$ cat src/rtl/rx_iq_scheduler_pkg.sv
// rtl/rx_iq_scheduler_pkg.sv - shared types for the RX IQ pairing scheduler
package rx_iq_scheduler_pkg;

   localparam int IQ_SAMPLE_W = 24;
   localparam int IQ_FRAME_W  = 4 * IQ_SAMPLE_W;

   typedef logic signed [IQ_SAMPLE_W-1:0] sample_t;

   typedef struct packed {
      sample_t i;
      sample_t q;
   } iq_pair_t;

   // RX1 sits in the upper half so a flat frame reads RX1_I, RX1_Q, RX2_I, RX2_Q
   typedef struct packed {
      iq_pair_t rx1;
      iq_pair_t rx2;
   } iq_frame_t;

   typedef enum logic [1:0] {
      ST_COLLECT  = 2'd0,
      ST_HAVE_RX1 = 2'd1,
      ST_HAVE_RX2 = 2'd2
   } pair_state_t;

   function automatic iq_frame_t make_frame(input iq_pair_t rx1, input iq_pair_t rx2);
      iq_frame_t f;
      f.rx1 = rx1;
      f.rx2 = rx2;
      return f;
   endfunction

endpackage

$ cat src/rtl/rx_iq_scheduler_if.sv
// rtl/rx_iq_scheduler_if.sv - DDC sample inputs and STM32-side IQ read port
interface rx_iq_scheduler_if
   import rx_iq_scheduler_pkg::*;
#(
   parameter int FIFO_DEPTH = 8
) ();

   localparam int LVL_W = $clog2(FIFO_DEPTH) + 1;

   logic             rx2_en;
   logic             rx1_valid;
   sample_t          RX1_I;
   sample_t          RX1_Q;
   logic             rx2_valid;
   sample_t          RX2_I;
   sample_t          RX2_Q;
   logic             read_req;
   logic             overrun_clr;

   sample_t          OUT_RX1_I;
   sample_t          OUT_RX1_Q;
   sample_t          OUT_RX2_I;
   sample_t          OUT_RX2_Q;
   logic             in_empty;
   logic             iq_overrun;
   logic             sync_err;
   logic [LVL_W-1:0] fill_level;

   modport master (
      output rx2_en, rx1_valid, RX1_I, RX1_Q, rx2_valid, RX2_I, RX2_Q, read_req, overrun_clr,
      input  OUT_RX1_I, OUT_RX1_Q, OUT_RX2_I, OUT_RX2_Q, in_empty, iq_overrun, sync_err,
             fill_level
   );

   modport slave (
      input  rx2_en, rx1_valid, RX1_I, RX1_Q, rx2_valid, RX2_I, RX2_Q, read_req, overrun_clr,
      output OUT_RX1_I, OUT_RX1_Q, OUT_RX2_I, OUT_RX2_Q, in_empty, iq_overrun, sync_err,
             fill_level
   );

endinterface

$ cat src/rtl/rx_iq_scheduler_iq_frame_fifo.sv
// rtl/rx_iq_scheduler_iq_frame_fifo.sv - synchronous frame FIFO with wrap-bit pointers
module iq_frame_fifo #(
   parameter int DEPTH = 8,
   parameter int WIDTH = 96
) (
   input  logic                     clk_in,
   input  logic                     reset_in,
   input  logic                     push_i,
   input  logic [WIDTH-1:0]         data_i,
   input  logic                     pop_i,
   output logic [WIDTH-1:0]         data_o,
   output logic                     full_o,
   output logic                     empty_o,
   output logic [$clog2(DEPTH):0]   level_o
);

   localparam int AW = $clog2(DEPTH);
   localparam logic [AW:0] PTR_ONE = {{AW{1'b0}}, 1'b1};

   logic [WIDTH-1:0] mem_q [DEPTH];
   logic [AW:0]      wr_ptr_q;
   logic [AW:0]      rd_ptr_q;
   logic             do_push;
   logic             do_pop;

   assign empty_o = (wr_ptr_q == rd_ptr_q);
   assign full_o  = (wr_ptr_q[AW] != rd_ptr_q[AW]) && (wr_ptr_q[AW-1:0] == rd_ptr_q[AW-1:0]);
   assign level_o = wr_ptr_q - rd_ptr_q;
   assign data_o  = mem_q[rd_ptr_q[AW-1:0]];

   // A pop frees the head slot this edge, so a full FIFO can still take a push
   assign do_pop  = pop_i & ~empty_o;
   assign do_push = push_i & (~full_o | do_pop);

   always_ff @(posedge clk_in) begin
      if (do_push) begin
         mem_q[wr_ptr_q[AW-1:0]] <= data_i;
      end
   end

   always_ff @(posedge clk_in) begin
      if (reset_in) begin
         wr_ptr_q <= '0;
         rd_ptr_q <= '0;
      end else begin
         if (do_push) begin
            wr_ptr_q <= wr_ptr_q + PTR_ONE;
         end
         if (do_pop) begin
            rd_ptr_q <= rd_ptr_q + PTR_ONE;
         end
      end
   end

endmodule

$ cat src/rtl/rx_iq_scheduler.sv
// rtl/rx_iq_scheduler.sv - pairs RX1/RX2 DDC samples into frames and queues them for the STM32
module rx_iq_scheduler
   import rx_iq_scheduler_pkg::*;
#(
   parameter int FIFO_DEPTH = 8
) (
   input  logic              clk_in,
   input  logic              reset_in,
   rx_iq_scheduler_if.slave  bus
);

   localparam int LVL_W = $clog2(FIFO_DEPTH) + 1;

   pair_state_t      state_q;
   iq_pair_t         h1_q;
   iq_pair_t         h2_q;
   logic             rx2_en_q;
   logic             en_change;

   iq_pair_t         rx1_in;
   iq_pair_t         rx2_in;
   logic             done_d;
   logic             sync_set_d;
   iq_frame_t        frame_d;

   logic             wr_valid_q;
   iq_frame_t        wr_frame_q;

   logic [IQ_FRAME_W-1:0] fifo_dout;
   logic             fifo_full;
   logic             fifo_empty;
   logic [LVL_W-1:0] fifo_level;
   logic             pop;
   logic             overrun_set;

   logic             iq_overrun_q;
   logic             sync_err_q;
   iq_frame_t        out_q;

   assign rx1_in    = {bus.RX1_I, bus.RX1_Q};
   assign rx2_in    = {bus.RX2_I, bus.RX2_Q};
   assign en_change = (bus.rx2_en != rx2_en_q);

   // Frame completion and pairing errors; a mode change swallows the cycle's strobes
   always_comb begin
      done_d     = 1'b0;
      sync_set_d = 1'b0;
      frame_d    = '0;
      if (!en_change) begin
         if (!bus.rx2_en) begin
            if (bus.rx1_valid) begin
               done_d  = 1'b1;
               frame_d = make_frame(rx1_in, '0);
            end
         end else begin
            case (state_q)
               ST_COLLECT: begin
                  if (bus.rx1_valid && bus.rx2_valid) begin
                     done_d  = 1'b1;
                     frame_d = make_frame(rx1_in, rx2_in);
                  end
               end
               ST_HAVE_RX1: begin
                  if (bus.rx2_valid) begin
                     done_d  = 1'b1;
                     frame_d = make_frame(h1_q, rx2_in);
                  end
                  sync_set_d = bus.rx1_valid;
               end
               ST_HAVE_RX2: begin
                  if (bus.rx1_valid) begin
                     done_d  = 1'b1;
                     frame_d = make_frame(rx1_in, h2_q);
                  end
                  sync_set_d = bus.rx2_valid;
               end
               default: begin
                  done_d = 1'b0;
               end
            endcase
         end
      end
   end

   always_ff @(posedge clk_in) begin
      if (reset_in) begin
         state_q  <= ST_COLLECT;
         h1_q     <= '0;
         h2_q     <= '0;
         rx2_en_q <= bus.rx2_en;
      end else begin
         rx2_en_q <= bus.rx2_en;
         if (en_change) begin
            state_q <= ST_COLLECT;
            h1_q    <= '0;
            h2_q    <= '0;
         end else if (!bus.rx2_en) begin
            state_q <= ST_COLLECT;
         end else begin
            case (state_q)
               ST_COLLECT: begin
                  if (bus.rx1_valid && !bus.rx2_valid) begin
                     h1_q    <= rx1_in;
                     state_q <= ST_HAVE_RX1;
                  end else if (bus.rx2_valid && !bus.rx1_valid) begin
                     h2_q    <= rx2_in;
                     state_q <= ST_HAVE_RX2;
                  end
               end
               ST_HAVE_RX1: begin
                  if (bus.rx1_valid) begin
                     h1_q <= rx1_in;
                  end else if (bus.rx2_valid) begin
                     state_q <= ST_COLLECT;
                  end
               end
               ST_HAVE_RX2: begin
                  if (bus.rx2_valid) begin
                     h2_q <= rx2_in;
                  end else if (bus.rx1_valid) begin
                     state_q <= ST_COLLECT;
                  end
               end
               default: begin
                  state_q <= ST_COLLECT;
               end
            endcase
         end
      end
   end

   always_ff @(posedge clk_in) begin
      if (reset_in) begin
         wr_valid_q <= 1'b0;
         wr_frame_q <= '0;
      end else begin
         wr_valid_q <= done_d;
         wr_frame_q <= frame_d;
      end
   end

   iq_frame_fifo #(
      .DEPTH (FIFO_DEPTH),
      .WIDTH (IQ_FRAME_W)
   ) u_fifo (
      .clk_in   (clk_in),
      .reset_in (reset_in),
      .push_i   (wr_valid_q),
      .data_i   (wr_frame_q),
      .pop_i    (pop),
      .data_o   (fifo_dout),
      .full_o   (fifo_full),
      .empty_o  (fifo_empty),
      .level_o  (fifo_level)
   );

   assign pop         = bus.read_req & ~fifo_empty;
   assign overrun_set = wr_valid_q & fifo_full & ~pop;

   // Sticky flags: a new event in the clear cycle keeps the flag set
   always_ff @(posedge clk_in) begin
      if (reset_in) begin
         iq_overrun_q <= 1'b0;
         sync_err_q   <= 1'b0;
      end else begin
         iq_overrun_q <= overrun_set | (iq_overrun_q & ~bus.overrun_clr);
         sync_err_q   <= sync_set_d | (sync_err_q & ~bus.overrun_clr);
      end
   end

   always_ff @(posedge clk_in) begin
      if (reset_in) begin
         out_q <= '0;
      end else if (pop) begin
         out_q <= iq_frame_t'(fifo_dout);
      end
   end

   assign bus.OUT_RX1_I  = out_q.rx1.i;
   assign bus.OUT_RX1_Q  = out_q.rx1.q;
   assign bus.OUT_RX2_I  = out_q.rx2.i;
   assign bus.OUT_RX2_Q  = out_q.rx2.q;
   assign bus.in_empty   = fifo_empty;
   assign bus.fill_level = fifo_level;
   assign bus.iq_overrun = iq_overrun_q;
   assign bus.sync_err   = sync_err_q;

endmodule

$ cat src/flat_wrapper.sv
// flat-port wrapper written by rule: the top's interface ports become plain ports
module rx_iq_scheduler_flat import rx_iq_scheduler_pkg::*;
#(
   parameter int FIFO_DEPTH = 8
)
  (clk_in, reset_in, bus_rx2_en, bus_rx1_valid, bus_RX1_I, bus_RX1_Q, bus_rx2_valid, bus_RX2_I, bus_RX2_Q, bus_read_req, bus_overrun_clr, bus_OUT_RX1_I, bus_OUT_RX1_Q, bus_OUT_RX2_I, bus_OUT_RX2_Q, bus_in_empty, bus_iq_overrun, bus_sync_err, bus_fill_level);
  rx_iq_scheduler_if #(.FIFO_DEPTH(FIFO_DEPTH)) bus_i ();
  input  logic clk_in;
  input  logic reset_in;
  input wire logic [$bits(bus_i.rx2_en)-1:0] bus_rx2_en;
  input wire logic [$bits(bus_i.rx1_valid)-1:0] bus_rx1_valid;
  input wire logic [$bits(bus_i.RX1_I)-1:0] bus_RX1_I;
  input wire logic [$bits(bus_i.RX1_Q)-1:0] bus_RX1_Q;
  input wire logic [$bits(bus_i.rx2_valid)-1:0] bus_rx2_valid;
  input wire logic [$bits(bus_i.RX2_I)-1:0] bus_RX2_I;
  input wire logic [$bits(bus_i.RX2_Q)-1:0] bus_RX2_Q;
  input wire logic [$bits(bus_i.read_req)-1:0] bus_read_req;
  input wire logic [$bits(bus_i.overrun_clr)-1:0] bus_overrun_clr;
  output wire logic [$bits(bus_i.OUT_RX1_I)-1:0] bus_OUT_RX1_I;
  output wire logic [$bits(bus_i.OUT_RX1_Q)-1:0] bus_OUT_RX1_Q;
  output wire logic [$bits(bus_i.OUT_RX2_I)-1:0] bus_OUT_RX2_I;
  output wire logic [$bits(bus_i.OUT_RX2_Q)-1:0] bus_OUT_RX2_Q;
  output wire logic [$bits(bus_i.in_empty)-1:0] bus_in_empty;
  output wire logic [$bits(bus_i.iq_overrun)-1:0] bus_iq_overrun;
  output wire logic [$bits(bus_i.sync_err)-1:0] bus_sync_err;
  output wire logic [$bits(bus_i.fill_level)-1:0] bus_fill_level;
  assign bus_i.rx2_en = bus_rx2_en;
  assign bus_i.rx1_valid = bus_rx1_valid;
  assign bus_i.RX1_I = bus_RX1_I;
  assign bus_i.RX1_Q = bus_RX1_Q;
  assign bus_i.rx2_valid = bus_rx2_valid;
  assign bus_i.RX2_I = bus_RX2_I;
  assign bus_i.RX2_Q = bus_RX2_Q;
  assign bus_i.read_req = bus_read_req;
  assign bus_i.overrun_clr = bus_overrun_clr;
  assign bus_OUT_RX1_I = bus_i.OUT_RX1_I;
  assign bus_OUT_RX1_Q = bus_i.OUT_RX1_Q;
  assign bus_OUT_RX2_I = bus_i.OUT_RX2_I;
  assign bus_OUT_RX2_Q = bus_i.OUT_RX2_Q;
  assign bus_in_empty = bus_i.in_empty;
  assign bus_iq_overrun = bus_i.iq_overrun;
  assign bus_sync_err = bus_i.sync_err;
  assign bus_fill_level = bus_i.fill_level;
  rx_iq_scheduler #(.FIFO_DEPTH(FIFO_DEPTH)) u_core (.clk_in(clk_in), .reset_in(reset_in), .bus(bus_i));
endmodule
$ cat config.mk
export PLATFORM = sky130hd
export DESIGN_NAME = rx_iq_scheduler_flat
export DESIGN_NICKNAME = d
export VERILOG_FILES = /design/src/rtl/rx_iq_scheduler_pkg.sv /design/src/rtl/rx_iq_scheduler_if.sv /design/src/rtl/rx_iq_scheduler_iq_frame_fifo.sv /design/src/rtl/rx_iq_scheduler.sv /design/src/flat_wrapper.sv
export SDC_FILE = /design/constraint.sdc
export NUM_CORES = 1
export LEC_CHECK = 0
export ABC_CLOCK_PERIOD_IN_PS = 14800
export CAP_MARGIN = 20
export CORE_UTILIZATION = 50
export CTS_CLUSTER_DIAMETER = 100
export CTS_CLUSTER_SIZE = 12
export DETAILED_ROUTE_END_ITERATION = 16
export GPL_ROUTABILITY_DRIVEN = 0
export PLACE_DENSITY = 0.68
export SLEW_MARGIN = 20
export SYNTH_ARGS = -nofsm -noshare
export SYNTH_HDL_FRONTEND = slang
export SYNTH_SLANG_ARGS = --single-unit
export TNS_END_PERCENT = 10
$ cat constraint.sdc
create_clock -name clk_in -period 14.8 [get_ports clk_in]
set_clock_uncertainty 0.15 [all_clocks]
set_input_delay 2.22 -clock clk_in [delete_from_list [all_inputs] [get_ports clk_in]]
set_output_delay 2.22 -clock clk_in [all_outputs]
set_load 0.01 [all_outputs]
==> impl_metrics.tcl, run 1 <==
# metrics dict for downstream scripts
set metrics [dict create \
    setup_viol 0 \
    drive_above_1_share_pct 14.0 \
    max_clock_freq_ghz 0.169 \
    ys_area_mm2 0.0392 \
    wl_um 87200 \
    grt_pass1_wl_um 131000 \
    syn_nets 2462 \
    dp_slack_ps 8840 \
    first_pass_iters 6 \
    ys_ff 1070 \
    slew_headroom_pct 25.9 \
    hold_viol 0 \
    ys_sh_adder_pct 0.370 \
    postLayoutCellArea_mm2 0.0452 \
    routedWlPerCell_um 23.8 \
    synth.distinct_cells 46 \
    cts_buffer_depth 3 \
    cts_root_buffer "clkbuf_16" \
    synthFlopType "edfxtp_1" \
    drt_first_iter_violations 1784 \
    synth-xor-area-share_pct 0.220 \
    ys_cells 2348 \
    clk_latency_ps 660 \
    synthArstFlopShare_pct 0 \
    met3_usage_pct 3.35 \
    area_delta_synth_final_pct 15.2 \
    syn_area_mm2 0.0392 \
    rr_endpoint "u_core.u_fifo.mem_q[4][59]$_DFFE_PP_" \
    met1_usage_pct 30.1 \
    highest_layer "met4" \
    topCombFamilyByArea "multiplexers" \
    wl_met3_um 5270 \
    vias 21100 \
    worstPathRequired_ps 12430 \
    antenna_found_initial 1 \
    die-area_mm2 0.0796 \
    wl_met1_um 36500 \
    numCtsBuffers 99 \
    warnings 30 \
    lay_top_count "edfxtp_1" \
    path_max_fanout 42 \
    grtUsageTotal_pct 22.1 \
    ys_seq_share_pct 74.2 \
    postRouteAntennaNets 0 \
    synthTopCellsByArea "edfxtp_1 59%, dfxtp_1 15%, mux4_2 11%" \
    min_path_type "reg -> reg" \
    p_leak_uw 0.0144 \
    setup-tns-final_ps 0 \
    p_total_uw 6010 \
    cts_resized 0 \
    grt_pass1_vias 21800 \
    rr_worst_depth 7 \
    regToRegStartpoint "u_core.u_fifo.rd_ptr_q[2]$_SDFFE_PP0P_" \
    compound_area_share_pct 5.27 \
    r2r_setup_slack_ps 9920 \
    cp_cell_sequence "inv_4, ha_1, a21o_1, a21oi_1, xor2_1, clkdlybuf4s50_1" \
    edf_count 768 \
    largest_area_cell "edfxtp_1" \
    hold-worst-slack_ps 306 \
    top_cell "edfxtp_1" \
    cp_num_buf_inv 2 \
    cts_sinks 1070 \
    cts_setup_buffers 0 \
    drc 0 \
    syn_inst 2348 \
    top_usage_layer "met2" \
    yosys_warnings 0 \
    fin_ws_ps 8890 \
    dpl.hpwl_um 47600 \
    maxCapViolations 0 \
    place_area_mm2 0.0422 \
    met2_length_um 43500 \
    synthTopCellsByCount "768 x edfxtp_1, 388 x nand2_1, 302 x dfxtp_1, 192 x mux4_2, 158 x nor2_1" \
    cts_tree "built" \
    port_buffers 205 \
    vias_per_cell 5.78 \
    gr-usage-met2_pct 37.2 \
    slew_violations 0 \
    worstHoldPathCells 2 \
    max_stage_delay_ps 790 \
    finalNonFillerCells 3659 \
    yosysTopAreaCellShare_pct 58.8 \
    arrival_ps 3540 \
    post-place-cells 3473 \
    ys_sh_simple_pct 5.64 \
    grt_max_degree 97 \
    hold_end "u_core.h1_q[42]$_SDFFE_PP0P_" \
    final_nets 2650 \
    rows 102 \
    ctsHoldBuffers 0 \
    synth.avg_cell_area_um2 16.7 \
    p_per_area_mw_per_mm2 133 \
    finalClockPeriodUsage_pct 39.9 \
    hp-start "u_core.h1_q[42]$_SDFFE_PP0P_" \
    cts_htree_levels 3 \
    peakVddDrop_v 0.0000909 \
    cp_top_family "buffers and inverters" \
    outcome "completed" \
    rsz0062_at_grt "false" \
    worstMarginPinSlew_ps 1110 \
    critPathSlowestCell "dfxtp_4" \
    io_pins 206 \
    grt_overflow_total 0 \
    synth.area.mux_share_pct 12.3 \
    finalCriticalPeriod_ps 5910 \
    crit_type "reg -> out" \
    crit_path_end_kind "primary output" \
    die_h_um 282 \
    die_x_um 282 \
    path_clk_slew_ps 60 \
    final_layout_top_logic_cells "768 x edfxtp_1, 388 x nand2_1, 299 x dfxtp_1, 204 x clkdlybuf4s50_1, 192 x mux4_2" \
    crit_path_start_kind "flop" \
]
## run 1: flip-flops by register name, summed over array words and instances (netlist names)
name and cells:
u_core.bus.OUT_RX1_I 24, u_core.wr_valid_q 1, u_core.u_fifo.rd_ptr_q 4, u_core.bus.OUT_RX2_Q 24
u_core.state_q 2, u_core.bus.iq_overrun 1, u_core.rx2_en_q 1, u_core.bus.sync_err 1
u_core.u_fifo.mem_q 768, u_core.h2_q 48, u_core.h1_q 48, u_core.bus.OUT_RX2_I 24
u_core.wr_frame_q 96, u_core.u_fifo.wr_ptr_q 4, u_core.bus.OUT_RX1_Q 24
## run 1: power by group
group	leakage, uW	total [uW]	internal [uW]	switching, uW
registers	0.00962	3290	3230	54.7
clock network	0.00138	2330	1280	1050
logic	0.00340	399	203	196
total	0.0144	6010	4710	1300
## run 1: how the worst max path moves through the flow
stage / end / start / depth (start not counted)
after floorplan: u_core.u_fifo.mem_q[4][0]$_DFFE_PP_ / bus_read_req / 4
after global placement: u_core.u_fifo.mem_q[4][59]$_DFFE_PP_ / bus_read_req / 6
after detailed placement: u_core.u_fifo.mem_q[4][56]$_DFFE_PP_ / bus_read_req / 6
after CTS: bus_fill_level[3] / u_core.u_fifo.rd_ptr_q[1]$_SDFFE_PP0P_ / 6
after global routing: bus_fill_level[3] / u_core.u_fifo.rd_ptr_q[1]$_SDFFE_PP0P_ / 6
final: bus_fill_level[3] / u_core.u_fifo.rd_ptr_q[1]$_SDFFE_PP0P_ / 6
## run 1: layout make-up
type	instances	area (um2)
fill	5846	32400
multi-input combinational	1107	9440
inverter	12	47.5
tap	1040	1300
clock inverter	7	115
clock buffer	176	2790
antenna	1	2.50
sequential	1070	29100
timing repair buffer	246	2400
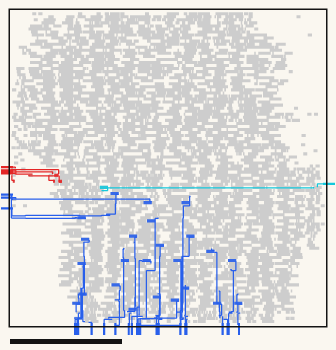
Run 1: nets reached from selected ports
The bar under the picture is 100 um long.
legend:
  cyan:
    port: bus_iq_overrun
    direction: output
    end_cells: 1
    buffers: 1
    wire: 203 um
  blue:
    port: bus_OUT_RX2_Q
    direction: output
    end_cells: 24
    buffers: 24
    wire: 1,790 um
  red:
    port: bus_fill_level
    direction: output
    end_cells: 4
    buffers: 4
    wire: 172 um

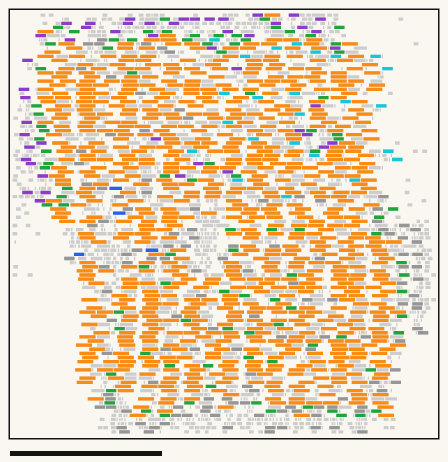
Run 1: where the registers sit
The bar under the picture is 100 um long. Other sequential cells in the stronger gray, the rest of the logic in the fainter gray.
legend:
  blue:
    signal: u_core.u_fifo.rd_ptr_q
    placed_flops: 4
    where: left middle
  cyan:
    signal: u_core.bus.OUT_RX1_Q
    placed_flops: 24
  orange:
    signal: u_core.u_fifo.mem_q
    placed_flops: 768
    where: spread over the die
  green:
    signal: u_core.wr_frame_q
    placed_flops: 96
    where: spread over the die
  purple:
    signal: u_core.h1_q
    placed_flops: 48

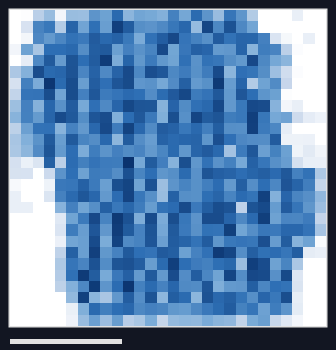
Run 1: placement density heat map
The bar under the picture is 100 um long. 28 x 28 tiles, from white (low) to dark blue (high), 0 to 100% covered.
fullest tile: 99%
emptiest ninth of the die: bottom left
nearly empty tiles: 13%
mean over tiles: 55%
tiles over 75% full: 30%
Layout Utilization: 58.3%
starting density of the core: 50.6%
Core Area: 0.0776 mm2

Run 1, cell outlines without signal wires:
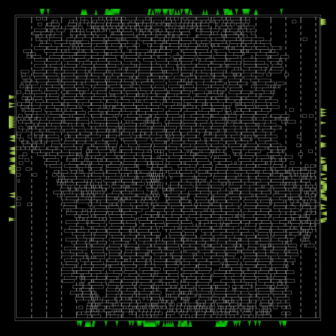

==> inputs of run 2 (changes only) <==
--- a/config.mk
+++ b/config.mk
@@ -5,7 +5,7 @@
 export SDC_FILE = /design/constraint.sdc
 export NUM_CORES = 1
 export LEC_CHECK = 0
-export ABC_CLOCK_PERIOD_IN_PS = 14800
+export ABC_CLOCK_PERIOD_IN_PS = 5900
 export CAP_MARGIN = 20
 export CORE_UTILIZATION = 50
 export CTS_CLUSTER_DIAMETER = 100
==> constraint.sdc (replaced) <==
create_clock -name clk_in -period 5.9 [get_ports clk_in]
set_clock_uncertainty 0.15 [all_clocks]
set_input_delay 0.885 -clock clk_in [delete_from_list [all_inputs] [get_ports clk_in]]
set_output_delay 0.885 -clock clk_in [all_outputs]
set_load 0.01 [all_outputs]
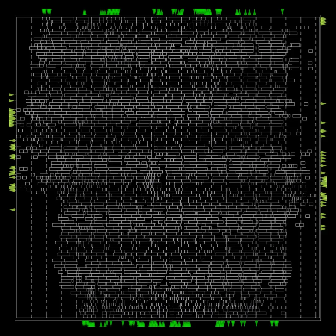
Run 2: cell outlines without signal wires
fin cells: 3,661
Layout Utilization: 58.3%
Tapcells: 1,040
Rows: 102
Fillers: 5,854

==> run 2 against run 1 <==
  * Critical path depth down 2
  * Global-route usage down 0.12 points
  * Area after synthesis unchanged
  * Count of clock-buffer cells in the layout up 4
  * Synthesized cell count unchanged
  * Sequential power rose to 2.5 times the previous value
  * Setup slack worse by 7000 ps
==> impl_metrics.tcl, run 2 <==
# metrics dict for downstream scripts
set metrics [dict create \
    outcome "completed" \
    cts_buffer_depth 3 \
    p_leak_uw 0.0144 \
    setup_viol 0 \
    core_mm2 0.0776 \
    cts_resized 0 \
    worstPathRequired_ps 4870 \
    fp-utilization_pct 50.6 \
    highest_layer "met4" \
    numCtsBuffers 99 \
    place_area_mm2 0.0424 \
    cts_tree "built" \
    vias 21000 \
    ys_cells 2348 \
    grt_overflow_total 0 \
    vias_per_cell 5.74 \
    path_clk_slew_ps 70 \
    wl_met3_um 5060 \
    top_usage_layer "met2" \
    ys_ff 1070 \
    cts_htree_levels 3 \
    io_pins 206 \
    clk_latency_ps 660 \
    first_pass_iters 6 \
    final_nets 2650 \
    dp_slack_ps 1840 \
    lay_top_count "edfxtp_1" \
    slew_headroom_pct 26.8 \
    min_path_type "reg -> reg" \
    ctsHoldBuffers 0 \
    finalCriticalPeriod_ps 3970 \
    drive_above_1_share_pct 13.9 \
    wl_met1_um 34900 \
    met2_length_um 44000 \
    drc 0 \
    routedWlPerCell_um 23.6 \
    met3_usage_pct 3.15 \
    slew_violations 0 \
    die_x_um 282 \
    arrival_ps 2940 \
    hold_viol 0 \
    syn_area_mm2 0.0392 \
    hp-start "u_core.h1_q[8]$_SDFFE_PP0P_" \
    area_delta_synth_final_pct 15.4 \
    crit_path_start_kind "flop" \
    rsz0062_at_grt "false" \
    regToRegStartpoint "u_core.u_fifo.wr_ptr_q[2]$_SDFFE_PP0P_" \
    port_buffers 205 \
    crit_start "u_core.u_fifo.wr_ptr_q[1]$_SDFFE_PP0P_" \
    die_h_um 282 \
    yosysTopAreaCellShare_pct 58.8 \
    cp_cell_sequence "inv_1, fa_1, xnor2_1, clkdlybuf4s50_1" \
    dpl.hpwl_um 47300 \
    grt_pass1_wl_um 130000 \
    p_per_area_mw_per_mm2 333 \
    synthArstFlopShare_pct 0 \
    antenna_found_initial 1 \
    edf_count 768 \
    largest_area_cell "edfxtp_1" \
    warnings 33 \
    p_total_uw 15100 \
    final_layout_top_logic_cells "768 x edfxtp_1, 388 x nand2_1, 299 x dfxtp_1, 204 x clkdlybuf4s50_1, 192 x mux4_2" \
    ys_seq_share_pct 74.2 \
    max_clock_freq_ghz 0.252 \
    largest_reg_flops 768 \
    maxCapViolations 0 \
    synthTopCellsByArea "edfxtp_1 59%, dfxtp_1 15%, mux4_2 11%" \
    grt_max_degree 105 \
    crit_type "reg -> out" \
    syn_nets 2462 \
    fin_ws_ps 1930 \
    syn_inst 2348 \
    met1_usage_pct 28.9 \
    grtUsageTotal_pct 22.0 \
    setup-tns-final_ps 0 \
    synth.avg_cell_area_um2 16.7 \
    critPathSlowestCell "dfxtp_1" \
    postLayoutCellArea_mm2 0.0453 \
    yosys_warnings 0 \
    peakVddDrop_v 0.000225 \
    wl_um 86300 \
    gr-usage-met2_pct 37.5 \
    postRouteAntennaNets 0 \
    finalClockPeriodUsage_pct 67.3 \
    synthFlopType "edfxtp_1" \
    ys_area_mm2 0.0392 \
    cts_setup_buffers 0 \
    grt_pass1_vias 21900 \
    synth.distinct_cells 46 \
    max_stage_delay_ps 690 \
    worstMarginPinSlew_ps 1100 \
    cts_sinks 1070 \
    drt_first_iter_violations 1543 \
    crit_path_end_kind "primary output" \
    cts_root_buffer "clkbuf_16" \
    die-area_mm2 0.0796 \
    path_max_fanout 10 \
    synthTopCellsByCount "768 x edfxtp_1, 388 x nand2_1, 302 x dfxtp_1, 192 x mux4_2, 158 x nor2_1" \
    top_cell "edfxtp_1" \
]
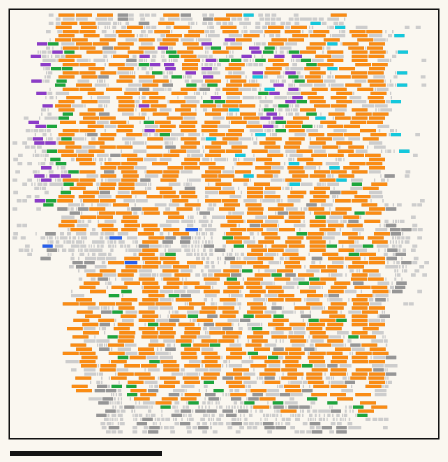
Run 2: where the registers sit
The bar under the picture is 100 um long. Other sequential cells in the stronger gray, the rest of the logic in the fainter gray.
legend:
  cyan:
    signal: u_core.bus.OUT_RX1_Q
    placed_flops: 24
  purple:
    signal: u_core.h1_q
    placed_flops: 48
  green:
    signal: u_core.wr_frame_q
    placed_flops: 96
    where: spread over the die
  blue:
    signal: u_core.u_fifo.rd_ptr_q
    placed_flops: 4
    where: left middle
  orange:
    signal: u_core.u_fifo.mem_q
    placed_flops: 768
    where: spread over the die
not colored: 130
flop share of the area: 64.3%
sequential power: 8230 uW

run 2: netlist changes by cell type in the layout (fill, tap and decap cells not counted), moves of 2 or more:
cell and change:
buf_12 +6, buf_16 -2, buf_4 -4, clkbuf_1 +4, nor3_2 -3, nor3_4 +3
nor4_2 -2, nor4_4 +2
run 2: cell type report:
cell class                 count  area, um2
antenna                        1       2.50
clock buffer                 180       2800
clock inverter                 5       76.3
fill                        5854      32300
inverter                      12       47.5
multi-input combinational   1107       9490
sequential                  1070      29100
tap                         1040       1300
timing repair buffer         246       2430
run 2: kinds of logic after synthesis:
logic type / after synthesis / synth area share [%]
AOI/OAI and AO/OA: 273 / 5.27
xor gates and xnor gates: 9 / 0.220
adders and majority gates: 11 / 0.370
buffers and inverters: 171 / 2.01
DFF: 1070 / 74.2
muxes: 242 / 12.3
and+or+nand+nor: 572 / 5.64
run 2: path summary, 6_finish.rpt:
check	endpoint	slack, ps	depth (start not counted)
setup / recovery	bus_fill_level[2]	1930	4
setup reg to reg	u_core.u_fifo.mem_q[5][42]$_DFFE_PP_	2120	6
hold reg to reg	u_core.h1_q[8]$_SDFFE_PP0P_	310	2
hold / removal	u_core.h1_q[8]$_SDFFE_PP0P_	310	2
run 2: report_power, final:
part           switching (uW)  leakage (uW)  internal (uW)  total, uW
clock                    2610       0.00136           3200       5810
combinational             501       0.00341            514       1020
sequential                127       0.00962           8110       8230
run 2: critical path: cells and delay by family (launching register included):
family	cells	cell delay, ps
xor+xnor	1	240
flops	1	690
fa+ha+maj	1	490
buf+inv	2	880
run 2: stage by stage:
| stage | instances | hold slack, ps |
|---|---|---|
| after floorplan | 2348 | 284 |
| after global placement | 3474 | 291 |
| after detailed placement | 3474 | 300 |
| after CTS | 3659 | 308 |
| after global routing | 3661 | 324 |
| final | 3661 | 306 |
No activity file was given, so power comes from the tool's default toggle rates.
